Fig. 1: zoomed window
Region (35, 56) to (75, 96) µm. Cells in grey, sequential cells in the stronger grey; small squares are vias.
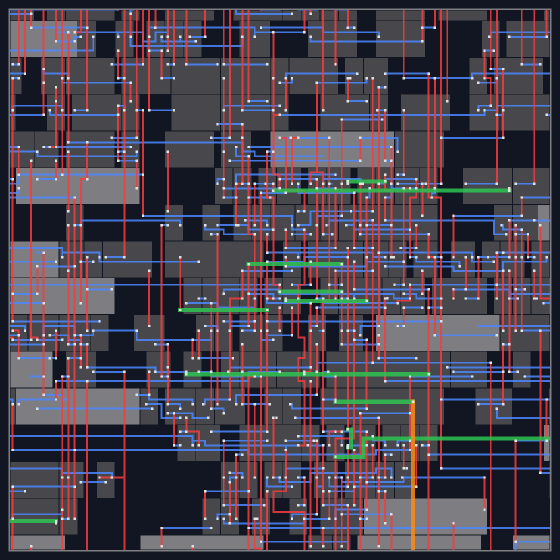
Fig. 2: selected gate families
Drawn at 4 px/µm.
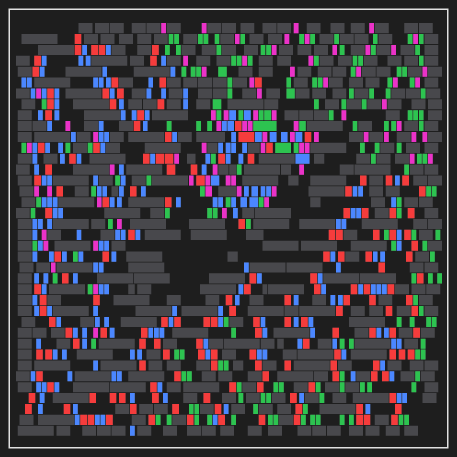
Fig. 3: metal 2
Drawn at 2 px/µm.
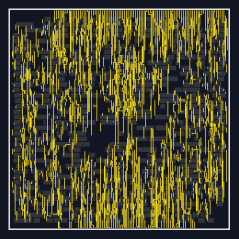
===== src/rtl/unified_mem_arbiter_pkg.sv =====
// ============================================================================
//  Module   : unified_mem_arbiter_pkg
//  Brief    : Shared pipeline types for the unified instruction/data memory port.
//  Revision : 1.0 - initial release
// ============================================================================
`default_nettype none

package unified_mem_arbiter_pkg;

   // Pipeline-wide memory bus widths; the arbiter's ADDR_W/DATA_W must match.
   localparam int PIPE_ADDR_W = 32;
   localparam int PIPE_DATA_W = 32;
   localparam int PIPE_BE_W   = PIPE_DATA_W / 8;

   typedef enum logic [1:0] {
      ARB_IDLE = 2'd0,
      ARB_REQ  = 2'd1,
      ARB_RSP  = 2'd2
   } arb_state_e;

   typedef enum logic [1:0] {
      OWN_NONE = 2'd0,
      OWN_IF   = 2'd1,
      OWN_DM   = 2'd2
   } mem_owner_e;

   typedef struct packed {
      logic                   we;
      logic [PIPE_BE_W-1:0]   be;
      logic [PIPE_ADDR_W-1:0] addr;
      logic [PIPE_DATA_W-1:0] wdata;
   } mem_req_t;

endpackage

`default_nettype wire


===== src/rtl/unified_mem_arbiter.sv =====
// ============================================================================
//  Module   : unified_mem_arbiter
//  Brief    : Single-outstanding arbiter sharing one memory between IF and MEM.
//  Revision : 1.0 - initial release
// ============================================================================
`default_nettype none

module unified_mem_arbiter
   import unified_mem_arbiter_pkg::*;
#(
   parameter int ADDR_W        = PIPE_ADDR_W,
   parameter int DATA_W        = PIPE_DATA_W,
   parameter int MAX_DM_STREAK = 4
) (
   input  logic                clk_i,
   input  logic                rst_ni,
   input  logic                if_req_i,
   input  logic [ADDR_W-1:0]   if_addr_i,
   input  logic                if_kill_i,
   output logic                if_rvalid_o,
   output logic [DATA_W-1:0]   if_rdata_o,
   output logic                stall_if_o,
   input  logic                dm_req_i,
   input  logic                dm_we_i,
   input  logic [DATA_W/8-1:0] dm_be_i,
   input  logic [ADDR_W-1:0]   dm_addr_i,
   input  logic [DATA_W-1:0]   dm_wdata_i,
   output logic                dm_rvalid_o,
   output logic [DATA_W-1:0]   dm_rdata_o,
   output logic                stall_mem_o,
   output logic                mem_req_o,
   output logic                mem_we_o,
   output logic [DATA_W/8-1:0] mem_be_o,
   output logic [ADDR_W-1:0]   mem_addr_o,
   output logic [DATA_W-1:0]   mem_wdata_o,
   input  logic                mem_gnt_i,
   input  logic                mem_rvalid_i,
   input  logic [DATA_W-1:0]   mem_rdata_i,
   output logic                busy_o
);

   localparam int                  c_streak_w   = $clog2(MAX_DM_STREAK + 1);
   localparam logic [c_streak_w-1:0] c_streak_max = c_streak_w'(MAX_DM_STREAK);

   arb_state_e              r_state;
   arb_state_e              w_state_nxt;
   mem_owner_e              r_owner;
   mem_owner_e              w_cur_owner;
   mem_req_t                r_payload;
   mem_req_t                w_if_payload;
   mem_req_t                w_dm_payload;
   mem_req_t                w_drive;
   logic                    r_discard;
   logic [c_streak_w-1:0]   r_streak;

   logic                    w_if_live;
   logic                    w_arb_valid;
   logic                    w_fetch_wins;
   logic                    w_mem_req;
   logic                    w_rsp;
   logic                    w_if_grant;
   logic                    w_dm_grant;

   // ---------------------------------------------------------------------
   // Arbitration: data has priority unless the fetch has been starved
   // ---------------------------------------------------------------------
   assign w_if_live    = if_req_i & ~if_kill_i;
   assign w_arb_valid  = w_if_live | dm_req_i;
   assign w_fetch_wins = w_if_live & (~dm_req_i | (r_streak == c_streak_max));

   assign w_if_payload = '{we: 1'b0, be: '1, addr: if_addr_i, wdata: '0};
   assign w_dm_payload = '{we: dm_we_i, be: dm_be_i, addr: dm_addr_i, wdata: dm_wdata_i};

   assign w_rsp      = (r_state == ARB_RSP) & mem_rvalid_i;
   assign w_if_grant = w_mem_req & mem_gnt_i & (w_cur_owner == OWN_IF);
   assign w_dm_grant = w_mem_req & mem_gnt_i & (w_cur_owner == OWN_DM);

   // ---------------------------------------------------------------------
   // FSM: state register
   // ---------------------------------------------------------------------
   always_ff @(posedge clk_i or negedge rst_ni) begin
      if (!rst_ni) begin
         r_state <= ARB_IDLE;
      end else begin
         r_state <= w_state_nxt;
      end
   end

   // ---------------------------------------------------------------------
   // FSM: next-state logic
   // ---------------------------------------------------------------------
   always_comb begin
      w_state_nxt = r_state;
      case (r_state)
         ARB_IDLE: begin
            if (w_arb_valid) begin
               w_state_nxt = mem_gnt_i ? ARB_RSP : ARB_REQ;
            end
         end
         ARB_REQ: begin
            if (mem_gnt_i) begin
               w_state_nxt = ARB_RSP;
            end
         end
         ARB_RSP: begin
            if (mem_rvalid_i) begin
               w_state_nxt = ARB_IDLE;
            end
         end
         default: w_state_nxt = ARB_IDLE;
      endcase
   end

   // ---------------------------------------------------------------------
   // FSM: output logic
   // ---------------------------------------------------------------------
   always_comb begin
      w_mem_req   = 1'b0;
      w_cur_owner = r_owner;
      w_drive     = r_payload;
      case (r_state)
         ARB_IDLE: begin
            w_mem_req   = w_arb_valid;
            w_cur_owner = !w_arb_valid ? OWN_NONE : (w_fetch_wins ? OWN_IF : OWN_DM);
            w_drive     = w_fetch_wins ? w_if_payload : w_dm_payload;
         end
         ARB_REQ: begin
            w_mem_req = 1'b1;
         end
         default: begin
            w_mem_req = 1'b0;
         end
      endcase
   end

   // Every output is forced low while reset is held, even with requests pending.
   assign mem_req_o   = w_mem_req & rst_ni;
   assign mem_we_o    = mem_req_o & w_drive.we;
   assign mem_be_o    = mem_req_o ? w_drive.be    : '0;
   assign mem_addr_o  = mem_req_o ? w_drive.addr  : '0;
   assign mem_wdata_o = mem_req_o ? w_drive.wdata : '0;

   assign if_rvalid_o = rst_ni & w_rsp & (r_owner == OWN_IF) & ~r_discard & ~if_kill_i;
   assign dm_rvalid_o = rst_ni & w_rsp & (r_owner == OWN_DM);
   assign if_rdata_o  = if_rvalid_o ? mem_rdata_i : '0;
   assign dm_rdata_o  = dm_rvalid_o ? mem_rdata_i : '0;

   assign stall_if_o  = rst_ni & if_req_i & ~if_rvalid_o & ~if_kill_i;
   assign stall_mem_o = rst_ni & dm_req_i & ~dm_rvalid_o;
   assign busy_o      = (r_state != ARB_IDLE);

   // ---------------------------------------------------------------------
   // Owner and payload latched at arbitration, released on the response
   // ---------------------------------------------------------------------
   always_ff @(posedge clk_i or negedge rst_ni) begin
      if (!rst_ni) begin
         r_owner   <= OWN_NONE;
         r_payload <= '0;
      end else if ((r_state == ARB_IDLE) && w_arb_valid) begin
         r_owner   <= w_cur_owner;
         r_payload <= w_drive;
      end else if (w_rsp) begin
         r_owner   <= OWN_NONE;
      end
   end

   // A killed fetch still completes on the bus; its response is dropped.
   always_ff @(posedge clk_i or negedge rst_ni) begin
      if (!rst_ni) begin
         r_discard <= 1'b0;
      end else if (w_rsp) begin
         r_discard <= 1'b0;
      end else if ((r_state != ARB_IDLE) && (r_owner == OWN_IF) && if_kill_i) begin
         r_discard <= 1'b1;
      end
   end

   always_ff @(posedge clk_i or negedge rst_ni) begin
      if (!rst_ni) begin
         r_streak <= '0;
      end else if (!if_req_i || w_if_grant) begin
         r_streak <= '0;
      end else if (w_dm_grant && (r_streak != c_streak_max)) begin
         r_streak <= r_streak + 1'b1;
      end
   end

endmodule

`default_nettype wire


===== config.mk =====
export PLATFORM = sky130hd
export DESIGN_NAME = unified_mem_arbiter
export DESIGN_NICKNAME = d
export VERILOG_FILES = /design/src/rtl/unified_mem_arbiter_pkg.sv /design/src/rtl/unified_mem_arbiter.sv
export SDC_FILE = /design/constraint.sdc
export NUM_CORES = 1
export LEC_CHECK = 0
export ABC_AREA = 1
export CAP_MARGIN = 20
export CORE_UTILIZATION = 42
export CTS_BUF_LIST = sky130_fd_sc_hd__clkbuf_16
export DETAILED_ROUTE_END_ITERATION = 7
export PLACE_DENSITY_LB_ADDON = 0.25
export SYNTH_ARGS = -nofsm -noshare
export SYNTH_HDL_FRONTEND = slang
export SYNTH_SLANG_ARGS = --single-unit

===== constraint.sdc =====
create_clock -name clk_i -period 4.89 [get_ports clk_i]
set_input_delay 0.978 -clock clk_i [delete_from_list [all_inputs] [get_ports clk_i]]
set_output_delay 0.978 -clock clk_i [all_outputs]
set_load 0.02 [all_outputs]

==> impl_metrics.env <==
# physical design summary
export IMPL_fin_tns_setup_ns=0
export IMPL_areaGrowthSynthToFinish_pct=61.8
export IMPL_worst_setup_path_start_kind="primary input"
export IMPL_top_cells_by_area="sky130_fd_sc_hd__dfrtp_1 40%, sky130_fd_sc_hd__nand2_1 15%, sky130_fd_sc_hd__nor2_1 12%"
export IMPL_post_synth_cell_area_avg_um2=6.52
export IMPL_hold_violations=0
export IMPL_timing_final_crit_share_pct=89.3
export IMPL_max_flop_register="r_payload"
export IMPL_met3_track_utilization_from_global_routing_pct=6.46
export IMPL_worst_path_dominant_cell_family="buffers and inverters"
export IMPL_max_clock_freq_ghz=0.229
export IMPL_postSynth_asyncResetShare_pct=100
export IMPL_route_met2_wl_um=7460
export IMPL_largest_register_ffs=69
export IMPL_cts_htree_levels=3
export IMPL_synth_most_common_cell="sky130_fd_sc_hd__nand2_1"
export IMPL_post_cts_resized=0
export IMPL_netlist_cell_type_count=26
export IMPL_flop_count=77
export IMPL_number_of_warnings_reported_in_the_yosys_synthesis_log=0
export IMPL_layout_buffer_nonclock_area_share_pct=36.5
export IMPL_power_share_switching_pct=36.9
export IMPL_combGateArea_um2=2320
export IMPL_nMultiInputCombCells=541
export IMPL_largest_registers="r_payload: 69 flops, r_streak: 3 flops"
export IMPL_clock_buffer_count=9
export IMPL_yosys_area_top_type="sky130_fd_sc_hd__dfrtp_1"
export IMPL_power_top_consumer="combinational cells"
export IMPL_grt_start_max_net_pins=87
export IMPL_power_combinational_fraction_pct=38.8
export IMPL_skew_ns=0.00648
export IMPL_grt_busiest_layer="met2"
export IMPL_synthDominantCellAreaShare_pct=39.9
export IMPL_timing_worst_slew_pin_value_ns=0.974
export IMPL_p_per_area_nw_per_um2=321
export IMPL_highest_signal_layer="met4"
export IMPL_top_area_cell_class="buffers"
export IMPL_layout_top_cells="277 x sky130_fd_sc_hd__clkdlybuf4s50_1, 197 x sky130_fd_sc_hd__nand2_1, 157 x sky130_fd_sc_hd__nor2_1"
export IMPL_filler_cell_count=929
export IMPL_floorplan_die_width_um=109
export IMPL_ant_nets=0
export IMPL_drc=0
export IMPL_detailed_place_area_um2=7560
export IMPL_routedLengthMet1_um=6460
export IMPL_endpoint_kind="output pin"
export IMPL_timing_hold_ws_ns=0.483
export IMPL_synth_flops=77
export IMPL_cts_buffers=9
export IMPL_clock_latency_late_pin_ns=0.33
export IMPL_cts_sinks=77
export IMPL_number_of_max_slew_violations_in_the_final_report=0
export IMPL_nNonClkInverters=75
export IMPL_synthesis_area_um2=4830
export IMPL_drv_cap=0
export IMPL_drtIter0Drc=344
export IMPL_layout_area_seq_um2=1930
export IMPL_grt_setup_unrepaired="false"
export IMPL_synth_mux_area_fraction_pct=0
export IMPL_port_buffers=278
export IMPL_area_share_sequential_pct=24.6
export IMPL_sum_of_met3_wire_segment_lengths_after_detailed_routing_um=1320
export IMPL_placeableCoreArea_um2=11000
export IMPL_cp_cell_sequence="clkdlybuf4s50_1, nand3_1, nor2_1, inv_1, nor3_4, inv_1, nor2_1, clkdlybuf4s50_1"
export IMPL_ys_seq_share_pct=39.9
export IMPL_critPathKind="in -> out"
export IMPL_dpl_worst_slack_ns=0.572
export IMPL_critical_path_n_buffers_inverters=4
export IMPL_synth_cells_yosys=741
export IMPL_period_needed_ns=4.37
export IMPL_status="completed"
export IMPL_synth_comb_largest_family="simple AND/OR/NAND/NOR gates"
Back to the opening pictures, Fig. 1:
[metal 2] red
[metal 4] orange
[metal 1] blue
[metal 3] green
sequential cells in the window: 7
netlist names of flops here include: `r_payload` (4)
most frequent: inv_1 (25), nand2_1 (25), clkdlybuf4s50_1 (22)
cells with their middle in the window: 152

Back to the opening pictures, Fig. 2:
[nor cells] green | cells: 164 | most used: nor2_1
[aoi and oai cells] red | cells: 164 | most used: o21ai_0 | where: widely spread
[inv cells] magenta | cells: 75 | most used: inv_1
[nand cells] blue | cells: 209 | most used: nand2_1 | where: widely spread
final std cells w/o fill: 1,134
fraction of area in multi-input gates: 29.7%
most common library cell in the layout ignoring fill and taps: sky130_fd_sc_hd__clkdlybuf4s50_1

Back to the opening pictures, Fig. 3:
nets with wire on the layer: 851
main direction: vertical
wire length on this layer: 7,460 µm
Global Route met2 Usage: 44.2%
post-detailed-routing wire length: 15,400 µm
routed via count: 5,426

==> final timing paths <==
kind | start | to | slack (ns) | cells after the start
worst max-delay path | mem_rvalid_i | dm_rdata_o[0] | 0.52 | 8
min in group asynchronous | rst_ni | r_owner[1]$_DFFE_PN0P_ | 0.90 | 2
worst max register to register | r_state[1]$_DFFE_PN0P_ | r_payload[61]$_DFFE_PN0P_ | 1.88 | 8
worst min-delay path | r_payload[41]$_DFFE_PN0P_ | r_payload[41]$_DFFE_PN0P_ | 0.48 | 2
worst min register to register | r_payload[41]$_DFFE_PN0P_ | r_payload[41]$_DFFE_PN0P_ | 0.48 | 2
max in group asynchronous | rst_ni | r_payload[67]$_DFFE_PN0P_ | 3.33 | 2
